The metal 1 layer:
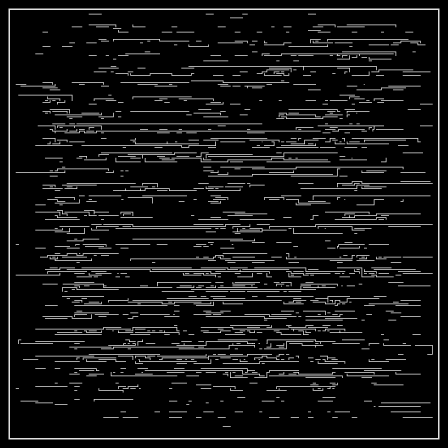
Met2 routing:
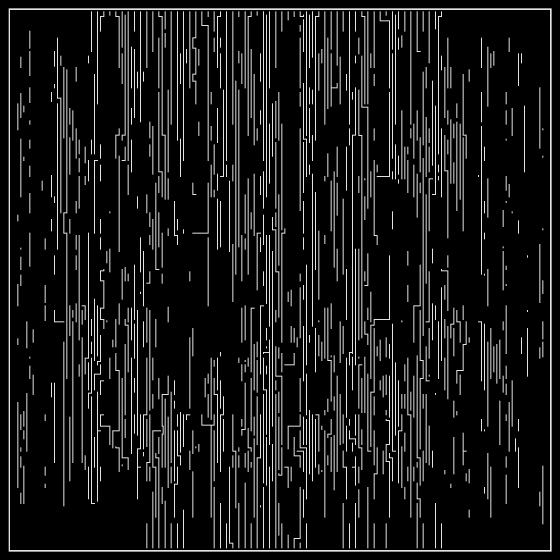
The metal 3 layer:
Scale bar: 20 um. Cells faint in the background.
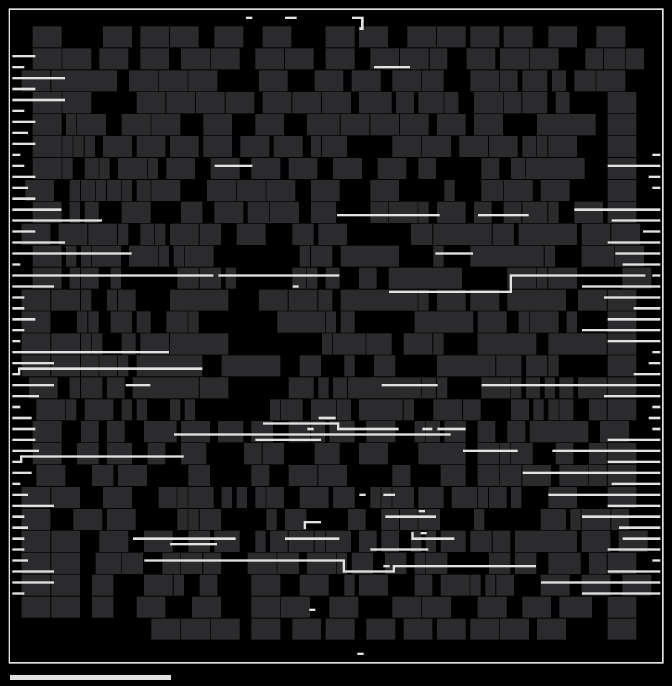
$ cat config.mk
export PLATFORM = sky130hd
export DESIGN_NAME = sprite_layer_mixer
export DESIGN_NICKNAME = d
export VERILOG_FILES = /design/src/rtl/sprite_layer_mixer_pkg.sv /design/src/rtl/sprite_layer_mixer_layer_priority_select.sv /design/src/rtl/sprite_layer_mixer.sv
export SDC_FILE = /design/constraint.sdc
export NUM_CORES = 1
export LEC_CHECK = 0
export CORE_UTILIZATION = 37
export CTS_BUF_LIST = sky130_fd_sc_hd__clkbuf_16
export DETAILED_ROUTE_END_ITERATION = 7
export PLACE_DENSITY_LB_ADDON = 0.12
export REMOVE_ABC_BUFFERS = 1
export SLEW_MARGIN = 5
export SYNTH_ARGS = -nofsm -noshare
export SYNTH_HDL_FRONTEND = slang
export SYNTH_SLANG_ARGS = --single-unit
$ cat constraint.sdc
create_clock -name clock -period 9.8 [get_ports clock]
set_input_delay 1.96 -clock clock [delete_from_list [all_inputs] [get_ports clock]]
set_output_delay 1.96 -clock clock [all_outputs]
set_load 0.01 [all_outputs]
$ cat src/rtl/sprite_layer_mixer_pkg.sv
// Shared video definitions: RGB332 field layout, black constant and the
// helper that sizes the screen-mode select.
package sprite_layer_mixer_pkg;

   localparam int RED_W   = 3;
   localparam int GREEN_W = 3;
   localparam int BLUE_W  = 2;
   localparam int RGB_W   = RED_W + GREEN_W + BLUE_W;
   localparam int POS_W   = 10;

   localparam logic [RGB_W-1:0] COLOR_BLACK = '0;

   typedef struct packed {
      logic [RED_W-1:0]   red;
      logic [GREEN_W-1:0] green;
      logic [BLUE_W-1:0]  blue;
   } rgb332_t;

   // A single mode still needs a one-bit select port.
   function automatic int mode_width(input int num_modes);
      return (num_modes > 1) ? $clog2(num_modes) : 1;
   endfunction

endpackage

$ cat src/rtl/sprite_layer_mixer_layer_priority_select.sv
// Combinational priority picker: reports whether any layer is visible and
// the index of the lowest-numbered visible one.
module layer_priority_select #(
   parameter  int NUM_LAYERS = 8,
   localparam int IDX_W      = $clog2(NUM_LAYERS)
) (
   input  logic [NUM_LAYERS-1:0] visible,
   output logic                  valid,
   output logic [IDX_W-1:0]      index
);

   // NOTE: index gets a default before the loop so no path leaves it
   // unassigned, which would otherwise infer a latch.
   always_comb begin
      valid = |visible;
      index = '0;
      for (int i = NUM_LAYERS - 1; i >= 0; i--) begin
         if (visible[i]) index = IDX_W'(i);
      end
   end

endmodule

$ cat src/rtl/sprite_layer_mixer.sv
// Sprite layer mixer: per-pixel priority compositing over a per-mode
// background, frame-latched screen mode and player collision tracking.
module sprite_layer_mixer
   import sprite_layer_mixer_pkg::*;
#(
   parameter  int NUM_LAYERS   = 8,
   parameter  int NUM_MODES    = 4,
   parameter  int PLAYER_LAYER = 0,
   parameter  int H_ACTIVE     = 640,
   parameter  int V_ACTIVE     = 480,
   localparam int MODE_W       = mode_width(NUM_MODES),
   localparam int IDX_W        = $clog2(NUM_LAYERS)
) (
   input  logic                            clock,
   input  logic                            reset,
   input  logic                            enable,
   input  logic [POS_W-1:0]                hcount,
   input  logic [POS_W-1:0]                vcount,
   input  logic [NUM_LAYERS-1:0]           layer_data,
   input  logic [RGB_W*NUM_LAYERS-1:0]     layer_rgb,
   input  logic [MODE_W-1:0]               mode_in,
   input  logic [NUM_MODES*NUM_LAYERS-1:0] mode_layer_mask,
   input  logic [NUM_LAYERS-1:0]           enemy_mask,
   input  logic [RGB_W*NUM_MODES-1:0]      bg_rgb,
   output logic [RED_W-1:0]                red,
   output logic [GREEN_W-1:0]              green,
   output logic [BLUE_W-1:0]               blue,
   output logic [MODE_W-1:0]               active_mode,
   output logic                            frame_start,
   output logic                            collision_pulse,
   output logic                            collision
);

   localparam logic [POS_W-1:0]      H_LIM      = POS_W'(H_ACTIVE);
   localparam logic [POS_W-1:0]      V_LIM      = POS_W'(V_ACTIVE);
   localparam logic [NUM_LAYERS-1:0] PLAYER_BIT = NUM_LAYERS'(1) << PLAYER_LAYER;

   logic                  is_origin;
   logic                  in_active;
   logic [MODE_W-1:0]     mode_eff;
   logic [NUM_LAYERS-1:0] mode_mask;
   logic [NUM_LAYERS-1:0] visible;
   logic [NUM_LAYERS-1:0] enemy_visible;
   logic                  hit;
   logic                  sel_valid;
   logic [IDX_W-1:0]      sel_index;
   rgb332_t               pix_sel;

   rgb332_t           pix_q, pix_d;
   logic [MODE_W-1:0] mode_q, mode_d;
   logic              sticky_q, sticky_d;
   logic              coll_q, coll_d;
   logic              pulse_q, pulse_d;
   logic              fs_q, fs_d;

   // The origin pixel already belongs to the new frame, so it uses mode_in.
   always_comb begin
      is_origin     = (hcount == '0) && (vcount == '0);
      in_active     = (hcount < H_LIM) && (vcount < V_LIM);
      mode_eff      = is_origin ? mode_in : mode_q;
      mode_mask     = mode_layer_mask[int'(mode_eff)*NUM_LAYERS +: NUM_LAYERS];
      visible       = layer_data & mode_mask;
      enemy_visible = visible & enemy_mask & ~PLAYER_BIT;
      hit           = in_active && visible[PLAYER_LAYER] && (|enemy_visible);
   end

   layer_priority_select #(
      .NUM_LAYERS (NUM_LAYERS)
   ) u_select (
      .visible (visible),
      .valid   (sel_valid),
      .index   (sel_index)
   );

   always_comb begin
      if (!in_active)
         pix_sel = rgb332_t'(COLOR_BLACK);
      else if (sel_valid)
         pix_sel = rgb332_t'(layer_rgb[int'(sel_index)*RGB_W +: RGB_W]);
      else
         pix_sel = rgb332_t'(bg_rgb[int'(mode_eff)*RGB_W +: RGB_W]);
   end

   always_comb begin
      pix_d    = pix_q;
      mode_d   = mode_q;
      sticky_d = sticky_q;
      coll_d   = coll_q;
      pulse_d  = 1'b0;
      fs_d     = 1'b0;
      if (enable) begin
         pix_d  = pix_sel;
         mode_d = mode_eff;
         fs_d   = is_origin;
         // A hit on the origin pixel is the first hit of the new frame.
         if (is_origin) begin
            coll_d   = sticky_q;
            sticky_d = hit;
            pulse_d  = hit;
         end else begin
            sticky_d = sticky_q | hit;
            pulse_d  = hit & ~sticky_q;
         end
      end
   end

   // NOTE: state registers use non-blocking assignments so every flop
   // samples the pre-edge values, independent of statement order.
   always_ff @(posedge clock) begin
      if (reset) begin
         pix_q    <= rgb332_t'(COLOR_BLACK);
         mode_q   <= '0;
         sticky_q <= 1'b0;
         coll_q   <= 1'b0;
         pulse_q  <= 1'b0;
         fs_q     <= 1'b0;
      end else begin
         pix_q    <= pix_d;
         mode_q   <= mode_d;
         sticky_q <= sticky_d;
         coll_q   <= coll_d;
         pulse_q  <= pulse_d;
         fs_q     <= fs_d;
      end
   end

   assign red             = pix_q.red;
   assign green           = pix_q.green;
   assign blue            = pix_q.blue;
   assign active_mode     = mode_q;
   assign frame_start     = fs_q;
   assign collision_pulse = pulse_q;
   assign collision       = coll_q;

endmodule

==> GITHUB_STEP_SUMMARY <==
## Synthesis and layout report

| Metric | Value |
|---|---|
| Status | `finished, final reports clean` |
| # hold bufs at CTS | `0` |
| CP Capture Type | `flip-flop` |
| Sequential power share | `0.216` |
| Slew headroom | `0.444` |
| Placed cell count | `551` |
| Met1 Use GR | `0.312` |
| Number of enable flip-flop cells | `0` |
| Tapcells | `75` |
| NonClk Buf Share | `0.430` |
| Clock Tree Buf Depth | `2` |
| Final Critical Period | `6.93 ns` |
| Cycle use final | `0.707` |
| Post-synthesis simple-gate area fraction | `0.299` |
| Largest net degree at the start of global routing | `24` |
| Hold Path Stages | `1` |
| CP Launch Type | `input pin` |
| Most frequent cell after synthesis | `nand2_1` |
| FFs & Latches | `14` |
| Clk pwr | `0.0000789 W` |
| Sw Share | `0.270` |
| Gate power share | `0.498` |
| Ant. Diodes | `0` |
| Sequential cell area | `roughly 280 um2` |
| Critical path's top delay family | `simple AND/OR/NAND/NOR gates` |
| Clock Power Share | `0.286` |
| Comb. pwr | `0.000137 W` |
| Combinational share of cell area | `0.455` |
| Vias in the first global route | `2895` |
| #FFs+latches synth | `14` |
| Fmax | `144 MHz` |
| Power density over the cells | `about 66 nW/um2` |
| Post-synth top area share | `0.122` |
| Most frequent cells in the layout | `clkdlybuf4s50_1, nand2_1, mux2i_1, nand2b_1, a211oi_1` |
| Cts repair resizes | `0` |
## Picture notes: 'the metal 1 layer'
main direction	horizontal
share of all routed wire	40%
vias after detailed routing: 3160
drt total wl: 8.85 mm

## Picture notes: 'met2 routing'
main direction	vertical
share of all routed wire	50%
wire length on this layer	4440 um
nets with wire on the layer	551
longest straight run	32.7 um
Global Route met2 Usage: 0.462

## Picture notes: 'the metal 3 layer'
nets with wire on the layer	117
longest straight run	34.0 um
share of all routed wire	8.3%
wire length on this layer	733 um
main direction	horizontal
global routing usage on met3: 0.0449

Power is estimated from default activity; no workload was simulated.
